Clock nets:
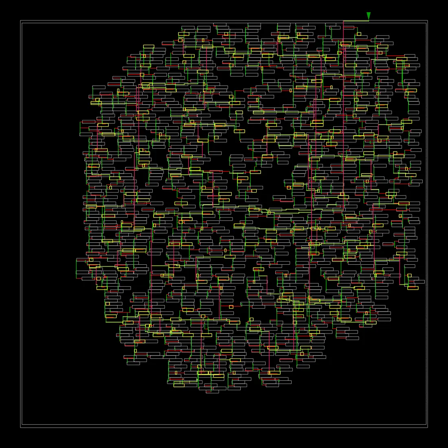
Metal 4:
The bar under the picture is 100 µm long.
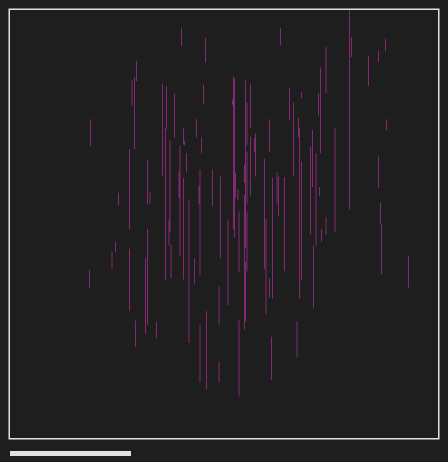
Cell sizes after repair:
The bar under the picture is 100 µm long.
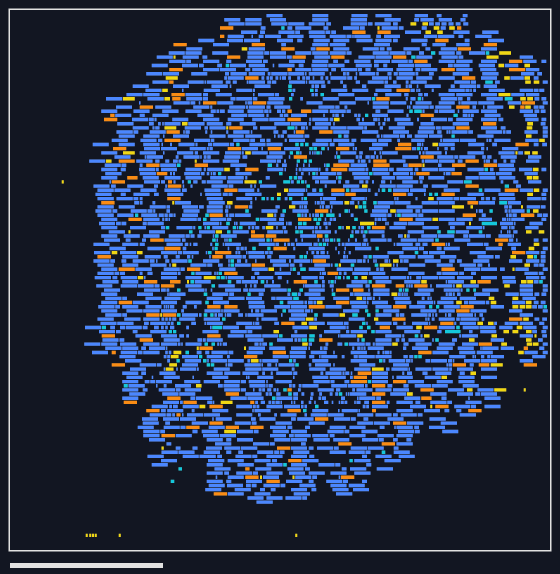
Ports around the boundary:
Pins as bars across the die edge, other pins in gray.
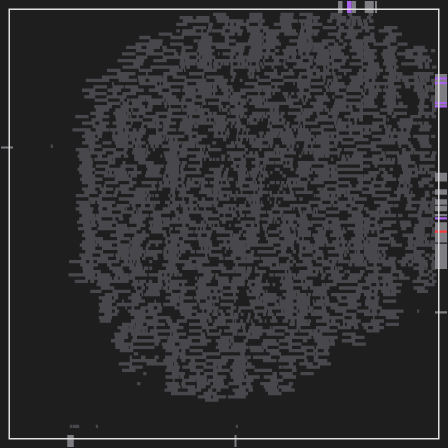
Clock wires, drivers and flops:
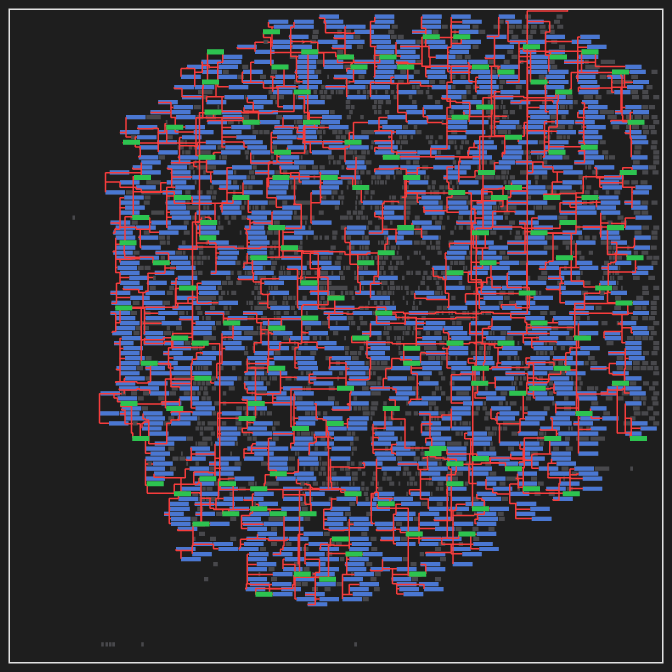
File: src/rtl/sliding_window_3x3.sv
// sliding_window_3x3
// Streams raster-order 8-bit pixels and presents a 3x3 neighbourhood one cycle
// after each accepted pixel that has two full lines and two columns behind it.
// Two line buffers hold the previous two lines; a 3x3 register array shifts one
// column per accepted pixel. No border padding: windows never span a line wrap.

module sliding_window_3x3 #(
    parameter int IMG_W = 64,
    parameter int IMG_H = 64
) (
    input  logic       clk,
    input  logic       rst_n,
    input  logic       en,
    input  logic       act,
    input  logic [7:0] pixel_in,
    output logic       sw_valid,
    output logic [7:0] sw_pixels1,
    output logic [7:0] sw_pixels2,
    output logic [7:0] sw_pixels3,
    output logic [7:0] sw_pixels4,
    output logic [7:0] sw_pixels5,
    output logic [7:0] sw_pixels6,
    output logic [7:0] sw_pixels7,
    output logic [7:0] sw_pixels8,
    output logic [7:0] sw_pixels9,
    output logic       frame_done
);

    localparam int CW = $clog2(IMG_W);
    localparam int RW = $clog2(IMG_H);
    localparam logic [CW-1:0] COL_LAST = CW'(IMG_W - 1);
    localparam logic [RW-1:0] ROW_LAST = RW'(IMG_H - 1);

    logic [CW-1:0] col;
    logic [RW-1:0] row;
    logic [CW-1:0] cur_col;
    logic [RW-1:0] cur_row;
    logic          at_col_end;
    logic          at_row_end;
    logic          win_ok;

    // lb1 holds line row-1, lb2 holds line row-2, both indexed by column
    logic [7:0] lb1 [IMG_W];
    logic [7:0] lb2 [IMG_W];
    logic [7:0] lb1_rd;
    logic [7:0] lb2_rd;

    // Row-major window: [0..2] top line, [3..5] middle, [6..8] current line
    logic [8:0][7:0] win;

    // Position of the incoming pixel; act restarts the frame at (0,0)
    always_comb begin
        // NOTE: every always_comb output gets an unconditional value so no latch is inferred.
        cur_col    = act ? '0 : col;
        cur_row    = act ? '0 : row;
        lb1_rd     = lb1[cur_col];
        lb2_rd     = lb2[cur_col];
        at_col_end = (cur_col == COL_LAST);
        at_row_end = (cur_row == ROW_LAST);
        win_ok     = (cur_row >= RW'(2)) && (cur_col >= CW'(2));
    end

    // Raster position counters advance only on accepted pixels
    always_ff @(posedge clk or negedge rst_n) begin
        // NOTE: sequential state uses non-blocking assignments so all registers sample the same pre-edge values.
        if (!rst_n) begin
            col <= '0;
            row <= '0;
        end else if (en) begin
            if (at_col_end) begin
                col <= '0;
                row <= at_row_end ? '0 : cur_row + RW'(1);
            end else begin
                col <= cur_col + CW'(1);
                row <= cur_row;
            end
        end else if (act) begin
            col <= '0;
            row <= '0;
        end
    end

    // Line buffers: age the column of lb1 into lb2, store the new pixel in lb1
    always_ff @(posedge clk) begin
        // NOTE: the line buffers are deliberately not reset; window validity is gated by the counters, so stale contents never surface.
        if (en) begin
            lb2[cur_col] <= lb1_rd;
            lb1[cur_col] <= pixel_in;
        end
    end

    // Window shift: drop the oldest column, append the newest on the right
    always_ff @(posedge clk or negedge rst_n) begin
        if (!rst_n) begin
            win <= '0;
        end else if (en) begin
            win[0] <= win[1];
            win[1] <= win[2];
            win[2] <= lb2_rd;
            win[3] <= win[4];
            win[4] <= win[5];
            win[5] <= lb1_rd;
            win[6] <= win[7];
            win[7] <= win[8];
            win[8] <= pixel_in;
        end
    end

    // Valid and end-of-frame flags, one cycle after the accepted pixel
    always_ff @(posedge clk or negedge rst_n) begin
        if (!rst_n) begin
            sw_valid   <= 1'b0;
            frame_done <= 1'b0;
        end else begin
            sw_valid   <= en && win_ok;
            frame_done <= en && at_col_end && at_row_end;
        end
    end

    assign sw_pixels1 = win[0];
    assign sw_pixels2 = win[1];
    assign sw_pixels3 = win[2];
    assign sw_pixels4 = win[3];
    assign sw_pixels5 = win[4];
    assign sw_pixels6 = win[5];
    assign sw_pixels7 = win[6];
    assign sw_pixels8 = win[7];
    assign sw_pixels9 = win[8];

endmodule

File: config.mk
export PLATFORM = sky130hd
export DESIGN_NAME = sliding_window_3x3
export DESIGN_NICKNAME = d
export VERILOG_FILES = /design/src/rtl/sliding_window_3x3.sv
export SDC_FILE = /design/constraint.sdc
export NUM_CORES = 1
export LEC_CHECK = 0
export CAP_MARGIN = 20
export CORE_UTILIZATION = 35
export CTS_CLUSTER_DIAMETER = 40
export DETAILED_ROUTE_END_ITERATION = 6
export MAX_ROUTING_LAYER = met4
export PLACE_DENSITY = 0.57
export SYNTH_ARGS = -nofsm -noshare
export SYNTH_HDL_FRONTEND = slang
export SYNTH_SLANG_ARGS = --single-unit
File: constraint.sdc
create_clock -name clk -period 5.03 [get_ports clk]
set_input_delay 1.006 -clock clk [delete_from_list [all_inputs] [get_ports clk]]
set_output_delay 1.006 -clock clk [all_outputs]
set_load 0.01 [all_outputs]
==> job_summary.md <==
## Implementation flow summary

| Metric | Value |
|---|---|
| Status | completed |
| First-pass DRT Iterations | 7 |
| Total negative slack | 0 ns |
| GPL Wtd Cong | 0.9161 |
| Synth area leaders | edfxtp_1 71%, mux2i_1 5.9%, dfrtp_1 5.0%, mux2_2 2.5%, nor2_1 1.5% |
| Net switching power | 0.005569 W |
| IO Pins | 86 |
| RSZ-0062 raised after global routing | no |
| Total of fill cells in the finished design | 10734 |
| # rows | 128 |
| Dpl ws | 0.2564 ns |
| Final worst slack | 0.6115 ns |
| Final #Nets | 2781 |
| Die height | 353.2 µm |
| #FFs+latches synth | 1110 |
| Predominant post-synthesis flop cell | edfxtp_1 |
| Share of cells above drive strength 1 | 0.2048 |
| Combinational share of power | 0.103 |
| Clock Tree Buf Depth | 3 |
| Log Warnings | 27 |
| Die ar. | 124700 µm² |
| Area grow syn2layout | 19.56% |
| CTS tree | built |
| FF-to-FF Start | col[0] |
| Ys Warns | 0 |
| Gr usage total | 0.2181 |
| Post-DP HPWL | 84120 µm |
| Worst hold path class | in2async |
| H-tree depth | 4 |
| WL final | 133400 µm |
| Ys async rst share | 0.07748 |
| Crit-path leading delay family | flip-flops |
| Total CTS buffers | 139 |
| Register share of total power | 0.461 |
| DRC viols | 0 |
| Initial antenna violation count | 5 |
| Yosys cell count | 2500 |
| CTS root buf | clkbuf_16 |
| Initial DRC count | 3855 |
| Largest net degree at the start of global routing | 66 |
## Picture notes: 'clock nets'
seq_cells: 1110
Fin Clk Skew: 0.03828 ns
Worst-Skew Late Latency: 0.75 ns
Clk power: 0.0100 W

## Picture notes: 'metal 4'
wire length on this layer: 4450 µm
main direction: vertical
longest straight run: 164 µm

## Picture notes: 'cell sizes after repair'
legend:
  yellow:
    size: drive 2
    cells: 166
    share: 5.8%
    most_used: mux2_2
  blue:
    size: drive 1 or less
    cells: 2291
    share: 80%
    most_used: edfxtp_1
  orange:
    size: drive 6 and up
    cells: 196
    share: 6.8%
    most_used: clkbuf_16
  cyan:
    size: drive 3 to 4
    cells: 228
    share: 7.9%
    most_used: buf_4

## Picture notes: 'ports around the boundary'
legend:
  red:
    port: `sw_valid`
    pins: 1
    direction: output
    edge: right
  purple:
    port: `sw_pixels2`
    pins: 8
    direction: output
    edge: 5 right, 3 top
all pins by edge: 64 right, 15 top, 6 bottom, 1 left

## Picture notes: 'clock wires, drivers and flops'
legend:
  green:
    item: cells driving clock nets
    count: 139
  red:
    item: clock wires
    length: 12800 µm
  blue:
    item: flip-flops
    count: 1110
flops lie: widely spread
routed clock nets: 140

logic make-up after synthesis:
group	Yosys count	share of synthesized area
AND-OR/OR-AND	459	0.07813
buffers and inverters	162	0.01951
AND/OR/NAND/NOR	380	0.04189
flip-flops	1110	0.7623
adder cells (fa/ha/maj)	1	0.0002899
XOR/XNOR	11	0.002232
multiplexers	377	0.09564
per-layer routing:
metal	up-vias	global-route usage	part of all wire
met5	-	-	0
met4	0	0.07558	0.033
met3	234	0.04176	0.096
met2	1491	0.3335	0.47
met1	13157	0.2906	0.40
li1	10611	-	-
cells in the mapped netlist, drive strengths merged, types with 26 or more instances:
cell     number
and2         47
o22ai        97
a21oi        67
o21ai        34
edfxtp     1024
nand2        66
dfrtp        86
nand3        26
a2111oi      46
nor2        175
mux2        105
buf          82
a22oi        35
clkbuf       76
mux2i       256
power groups by stage:
stage / Combinational [W] / Sequential [W] / Clock (W)
floorplan: 0.00117 / 0.0108 / 0
global placement: 0.00232 / 0.0108 / 0
detailed placement: 0.00235 / 0.0108 / 0
CTS: 0.00236 / 0.0106 / 0.0101
global route: 0.00247 / 0.0106 / 0.0105
finish: 0.00238 / 0.0106 / 0.0100
registers in the layout (all words and copies together) (netlist names):
register	cells
sw_pixels7	8
lb2	512
frame_done	1
sw_pixels4	8
sw_pixels3	8
row	6
sw_pixels2	8
sw_pixels9	8
sw_pixels8	8
sw_pixels6	8
col	6
sw_valid	1
sw_pixels5	8
lb1	512
sw_pixels1	8
worst paths after layout:
path / endpoint / cells past startpoint / slack [ns]
min in group clk: sw_pixels7[0] / 1 / 0.51
hold reg to reg: sw_pixels7[0] / 1 / 0.51
setup reg to reg: sw_pixels6[0] / 8 / 0.61
max in group asynchronous: col[1] / 2 / 3.68
setup / recovery: sw_pixels6[0] / 8 / 0.61
hold / removal: sw_pixels9[0] / 1 / 0.33
through the flow:
stage	power, W	std cells
floorplan	0.01193	2500
global placement	0.01310	4252
detailed placement	0.01314	4252
CTS	0.02309	4506
global route	0.02358	4508
finish	0.02297	4508
final cells by class:
type                    count  area, µm²  share of cell area
diodes                      2      5.005          0.00009699
clock buffers             164       3764             0.07294
clock inverters            90      937.1             0.01816
inverters                   4      15.01           0.0002910
multi-input cells        1228       9472              0.1836
flip-flops and latches   1110      32910              0.6378
well taps                1625       2033             0.03940
repair buffers            285       2465             0.04777
placed cells by master, fill, tap and decap left out, types with 10 or more instances in the layout:
master and instances:
o21ai_0 32, buf_4 189, and2_1 47, o221ai_1 24, mux2i_1 256, a222oi_1 17
clkbuf_1 16, a22oi_1 35, edfxtp_1 1024, bufinv_16 13, buf_12 13, clkdlybuf4s50_1 74
a211oi_1 21, a41oi_1 10, clkinv_1 16, clkbuf_16 148, mux2_2 97, a21oi_1 67
o211ai_1 14, clkinvlp_4 10, mux4_2 16, a22o_1 12, inv_6 17, nor2_1 173
a2111oi_0 34, dfrtp_1 83, clkinv_2 21, a31oi_1 13, o22ai_1 97, nand3_1 25
nor2b_1 13, a221oi_1 25, nand2_1 66
Power and IR drop assume default switching activity.
